`config.mk`:
```
export PLATFORM = sky130hd
export DESIGN_NAME = stream_pooling_2x2
export DESIGN_NICKNAME = d
export VERILOG_FILES = /design/src/rtl/stream_pooling_2x2_pkg.sv /design/src/rtl/stream_pooling_2x2_pool_combine.sv /design/src/rtl/stream_pooling_2x2.sv
export SDC_FILE = /design/constraint.sdc
export NUM_CORES = 1
export LEC_CHECK = 0
export ABC_AREA = 1
export ABC_CLOCK_PERIOD_IN_PS = 4059
export CORE_ASPECT_RATIO = 1.5
export CORE_UTILIZATION = 35
export DETAILED_ROUTE_END_ITERATION = 7
export PLACE_DENSITY = 0.52
export SYNTH_ARGS = -nofsm -noshare
export SYNTH_HDL_FRONTEND = slang
export SYNTH_HIERARCHICAL = 1
export SYNTH_SLANG_ARGS = --single-unit
export TNS_END_PERCENT = 20
```
`constraint.sdc`:
```
create_clock -name clk -period 4.06 [get_ports clk]
set_clock_uncertainty 0.2 [all_clocks]
set_input_delay 0.812 -clock clk [delete_from_list [all_inputs] [get_ports clk]]
set_output_delay 0.812 -clock clk [all_outputs]
set_load 0.02 [all_outputs]
```
`src/rtl/stream_pooling_2x2_pkg.sv`:
```
// Shared definitions for the streaming 2x2 pooling stage: pooling mode encoding and width helper.
package stream_pooling_2x2_pkg;

    typedef enum logic {
        MODE_AVG = 1'b0,
        MODE_MAX = 1'b1
    } pool_mode_e;

    // Counter/index width that stays at least one bit for tiny dimensions.
    function automatic int unsigned clog2_min1(input int unsigned n);
        return (n > 2) ? $clog2(n) : 1;
    endfunction

endpackage

```
`src/rtl/stream_pooling_2x2_pool_combine.sv`:
```
// Combinational 2-input combiner: full-width sum (average path) or zero-extended max.
module pool_combine
    import stream_pooling_2x2_pkg::*;
#(
    parameter int unsigned in_width = 8
) (
    input  logic [in_width-1:0] a,
    input  logic [in_width-1:0] b,
    input  logic                mode,
    output logic [in_width:0]   y
);

    localparam int unsigned OW = in_width + 1;

    always_comb begin
        y = OW'(a) + OW'(b);
        if (mode == MODE_MAX) begin
            y = (a > b) ? OW'(a) : OW'(b);
        end
    end

endmodule

```
`src/rtl/stream_pooling_2x2.sv`:
```
// Streaming 2x2 / stride-2 pooling (average or max) over raster pixels with a half-width line buffer.
module stream_pooling_2x2
    import stream_pooling_2x2_pkg::*;
#(
    parameter int unsigned resolution = 8,
    parameter int unsigned IMG_WIDTH  = 28,
    parameter int unsigned IMG_HEIGHT = 28
) (
    input  logic                  clk,
    input  logic                  reset_n,
    input  logic                  mode,
    input  logic [resolution-1:0] in_pixel,
    input  logic                  in_valid,
    output logic                  in_ready,
    output logic [resolution-1:0] out_pixel,
    output logic                  out_valid,
    input  logic                  out_ready,
    output logic                  out_last
);

    localparam int unsigned PW  = resolution + 1;
    localparam int unsigned SW  = resolution + 2;
    localparam int unsigned CW  = clog2_min1(IMG_WIDTH);
    localparam int unsigned RW  = clog2_min1(IMG_HEIGHT);
    localparam int unsigned LBN = IMG_WIDTH / 2;
    localparam int unsigned LBW = clog2_min1(LBN);

    logic [CW-1:0]         col_q, col_d;
    logic [RW-1:0]         row_q, row_d;
    pool_mode_e            mode_q, mode_d;
    logic [resolution-1:0] hold_q, hold_d;
    logic [resolution-1:0] out_pixel_q, out_pixel_d;
    logic                  out_valid_q, out_valid_d;
    logic                  out_last_q, out_last_d;
    logic [PW-1:0]         line_buf_q [LBN];

    logic                  in_beat, out_beat;
    logic                  col_end, row_end;
    logic [LBW-1:0]        lb_idx;
    logic [PW-1:0]         pair, lb_rd;
    logic [SW-1:0]         vsum;
    logic [resolution-1:0] pooled;

    assign in_ready  = !out_valid_q || out_ready;
    assign in_beat   = in_valid && in_ready;
    assign out_beat  = out_valid_q && out_ready;
    assign out_valid = out_valid_q;
    assign out_pixel = out_pixel_q;
    assign out_last  = out_last_q;

    assign col_end = (col_q == CW'(IMG_WIDTH - 1));
    assign row_end = (row_q == RW'(IMG_HEIGHT - 1));
    assign lb_idx  = LBW'(col_q >> 1);
    assign lb_rd   = line_buf_q[lb_idx];

    pool_combine #(.in_width(resolution)) u_horiz (
        .a    (hold_q),
        .b    (in_pixel),
        .mode (mode_q),
        .y    (pair)
    );

    pool_combine #(.in_width(PW)) u_vert (
        .a    (lb_rd),
        .b    (pair),
        .mode (mode_q),
        .y    (vsum)
    );

    // Average keeps the floor of sum/4; max result always fits in resolution bits.
    assign pooled = (mode_q == MODE_MAX) ? vsum[resolution-1:0] : vsum[SW-1:2];

    always_comb begin
        col_d       = col_q;
        row_d       = row_q;
        mode_d      = mode_q;
        hold_d      = hold_q;
        out_pixel_d = out_pixel_q;
        out_valid_d = out_valid_q;
        out_last_d  = out_last_q;

        if (out_beat) begin
            out_valid_d = 1'b0;
        end

        if (in_beat) begin
            if (col_end) begin
                col_d = '0;
                row_d = row_end ? '0 : row_q + RW'(1);
            end else begin
                col_d = col_q + CW'(1);
            end

            // The (0,0) beat never combines, so the new mode is in place for the first pair.
            if (col_q == '0 && row_q == '0) begin
                mode_d = pool_mode_e'(mode);
            end

            if (!col_q[0]) begin
                hold_d = in_pixel;
            end

            if (row_q[0] && col_q[0]) begin
                out_pixel_d = pooled;
                out_valid_d = 1'b1;
                out_last_d  = row_end && col_end;
            end
        end
    end

    always_ff @(posedge clk) begin
        if (!reset_n) begin
            col_q       <= '0;
            row_q       <= '0;
            mode_q      <= MODE_AVG;
            hold_q      <= '0;
            out_pixel_q <= '0;
            out_valid_q <= 1'b0;
            out_last_q  <= 1'b0;
        end else begin
            col_q       <= col_d;
            row_q       <= row_d;
            mode_q      <= mode_d;
            hold_q      <= hold_d;
            out_pixel_q <= out_pixel_d;
            out_valid_q <= out_valid_d;
            out_last_q  <= out_last_d;
        end
    end

    // Line buffer holds the even-row pair sums; contents need no reset.
    always_ff @(posedge clk) begin
        if (in_beat && !row_q[0] && col_q[0]) begin
            line_buf_q[lb_idx] <= pair;
        end
    end

endmodule

```
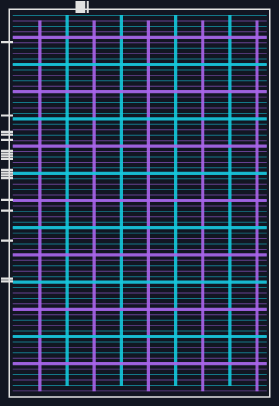
Fig. 1. Power grid.
Drawn at 2 px/um. Pins as bars on the die edge.
| net | color |
|---|---|
| VSS | purple |
| VDD | cyan |
met5 straps: 13
rows: 69
Die H: 193.2 um
die width: 129.4 um
VDD IR max: 0.2621 mV

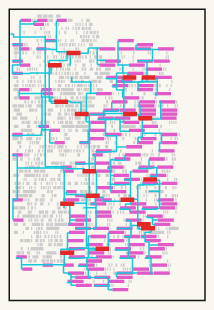
Fig. 2. Routed clock nets over the placement.
Drawn at 1.5 px/um.
[clock wires] cyan | length: 2090 um
[flip-flops] magenta | count: 159
[clock-net drivers] red | count: 17
flops lie: spread over the die
routed clock nets: 18
Clk Latency, worst-skew pair: 0.43 ns
Clock group: 0.00170 W

==> metrics.cfg <==
[power_and_ir_drop]
p_per_area_nw_per_um2=427.5
p_leak_nw=4.650
power_w=0.004541

[grt]
antenna_found_initial=0
grt_pass1_wl_mm=37.60
grt_overflow=0
grt_max_degree=49
grt_usage_pct=20.63
first_global_vias=6879

[route]
drt-vias-per-instance=4.821
drt_pass1_iterations=5
vias=6914
drc=0
ant_nets=0
first_iter_violations=478
detail_route.wl_per_cell_um=16.76
routed_wl_mm=24.04

[final_layout]
n_antenna_cell=0
drive_above_1_share_pct=19.28
mostFrequentLayoutCells=292 x nand2_1, 126 x edfxtp_1, 123 x nand3_1
fillCellCount=2362
nets=1156
layout_top_cell=nand2_1
seqCellArea_um2=4446
synthToLayoutAreaGrowth_pct=24.55
combGateArea_um2=3627
fin_cells=1434

[clock_tree]
clkSlewWorstSetupHoldPaths_ns=0.06
htreeDepth=4
clk_path_buf_depth=2
cts_root_buffer=clkbuf_16
numCtsBuffers=17
cts_tree=done
cts.sinks=159

[final_timing]
finalMaxSlewViolations=0
setup_viol=0
slew_headroom_pct=59.02
period_needed_ns=3.861
setup_slack_ns=0.1990
holdWs_ns=0.2836
max_clock_freq_mhz=259.0
worstMarginPinSlew_ns=0.6141
fin_crit_sh_pct=95.10
hold_viol_final=0

[logic_synthesis]
syn_inst=986
synth_top_flop_cell=edfxtp_1
yosysCellCount=986
syn_area_um2=8527
syn-num-nets=1039
edf_count=126
yosysUniqueCellTypes=42
ys.flops=159
ys_area_um2=8527
postSynthSeqShare_pct=52.12
avgSynthCellArea_um2=8.648
synth_async_sr_flop_share_pct=0

[setup_path]
critPathRequiredTime_ns=4.19
worstSetupPathType=primary input to register
worstPathArrival_ns=3.99
start_kind=primary input
path_max_fanout=6

[floorplan]
pin_count=24
initCoreUtil_pct=35.79
core-area_um2=23830
rows=69
dieArea_um2=25000

[flow_run]
maxCapViolations=0
tool_warnings=45

[min_path]
hold_path_class=register to register

[placed_design]
post-place-ws_ns=-0.6297
dpl.hpwl_mm=16.88
dp.cells=1395
port_buffers=23
gp_congestion=0.9015

[outcome]
outcome=finished, final reports clean

per-layer routing:
metal / vias to the layer above / global-route usage, % / part of all wire, %
li1: 3471 / - / -
met1: 3255 / 22.38 / 40
met2: 139 / 38.94 / 54
met3: 49 / 2.787 / 2.7
met4: 0 / 10.11 / 4.0
met5: - / 0 / 0
worst max-delay path, cell delays in order:
cell           delay [ns]
dlygate4sd2_1        0.25
inv_1                0.09
ha_4                 0.28
nand2_2              0.06
nor3_4               0.22
nand4_4              0.21
buf_6                0.18
nand3_1              0.07
nand3_1              0.09
nand2_2              0.14
inv_1                0.07
ha_1                 0.32
nand2_2              0.07
nor2_4               0.11
nand3b_1             0.15
nand3_4              0.17
buf_4                0.13
nand3_1              0.09
nand3_1              0.10
nand2_1              0.07
nand2_1              0.06
o21ai_0              0.07
nor2_1               0.11
nor2_1               0.05
path summary, 6_finish.rpt:
check	start	endpoint	slack, ns	depth (start not counted)
min reg2reg	out_last	out_last	0.28	2
min	out_last	out_last	0.28	2
max	in_pixel[6]	out_pixel[5]	0.20	24
max reg2reg	hold_q[5]	out_pixel[5]	0.47	22
synth_stat cells, drive strengths merged, types with 2 or more instances:
cell type / instances / area share, %
o21bai: 2 / 0.18
nand2: 319 / 15
nor2: 76 / 3.6
dfxtp: 33 / 7.7
inv: 120 / 5.3
a21o: 3 / 0.26
a21oi: 47 / 3.1
clkbuf: 5 / 0.34
ha: 38 / 5.6
edfxtp: 126 / 44
nand3: 126 / 7.5
nor3: 9 / 0.79
buf: 27 / 2.2
o21ai: 38 / 2.3
fa: 2 / 0.47
nand4: 8 / 0.84
nand3b: 2 / 0.18
cell families (layout without fill, tap and decap cells):
group	count (synthesis)	in the layout	share of synthesized area, %
and+or+nand+nor	542	542	27.95
buffers and inverters	152	281	7.806
DFF	159	159	52.12
AOI/OAI and AO/OA	93	93	6.075
adders and majority gates	40	40	6.046
power breakdown:
| group | switching [W] | internal [W] | total [W] |
|---|---|---|---|
| logic | 0.000608 | 0.000394 | 0.00100 |
| clock network | 0.000668 | 0.00103 | 0.00170 |
| registers | 0.0000170 | 0.00182 | 0.00184 |
| total | 0.00129 | 0.00325 | 0.00454 |
registers in the layout, summed over array words and instances, names as in the netlist, named ones only:
signal      cells
out_last        1
mode_q          1
out_pixel       8
line_buf_q    126
col_q           5
row_q           5
out_valid       1
hold_q          8
layout make-up:
cell class                 count  area share (%)
clock inverter                13           1.755
inverter                     120           4.265
sequential                   159           41.86
timing repair buffer         130           10.17
multi-input combinational    675           34.15
tap                          319           3.758
clock buffer                  18           4.041
timing repair:
| item | 4_1_cts | 5_1_grt |
|---|---|---|
| hold buffers | 0 | 0 |
| endpoints found under the setup margin | 8 | 8 |
| pin swaps | 11 | 17 |
| resized | 28 | 31 |
| buffers inserted | 3 | 5 |
through the flow:
stage                     cell area, um2  TNS [ns]  util (%)
after CTS                          10460         0     43.88
after floorplan                     8527         0         -
after global placement              9713    -4.657     40.76
after detailed placement            9713    -4.695     40.76
final                              10620         0     44.57
after global routing               10620  -0.01985     44.57
Power is estimated from default activity; no workload was simulated.
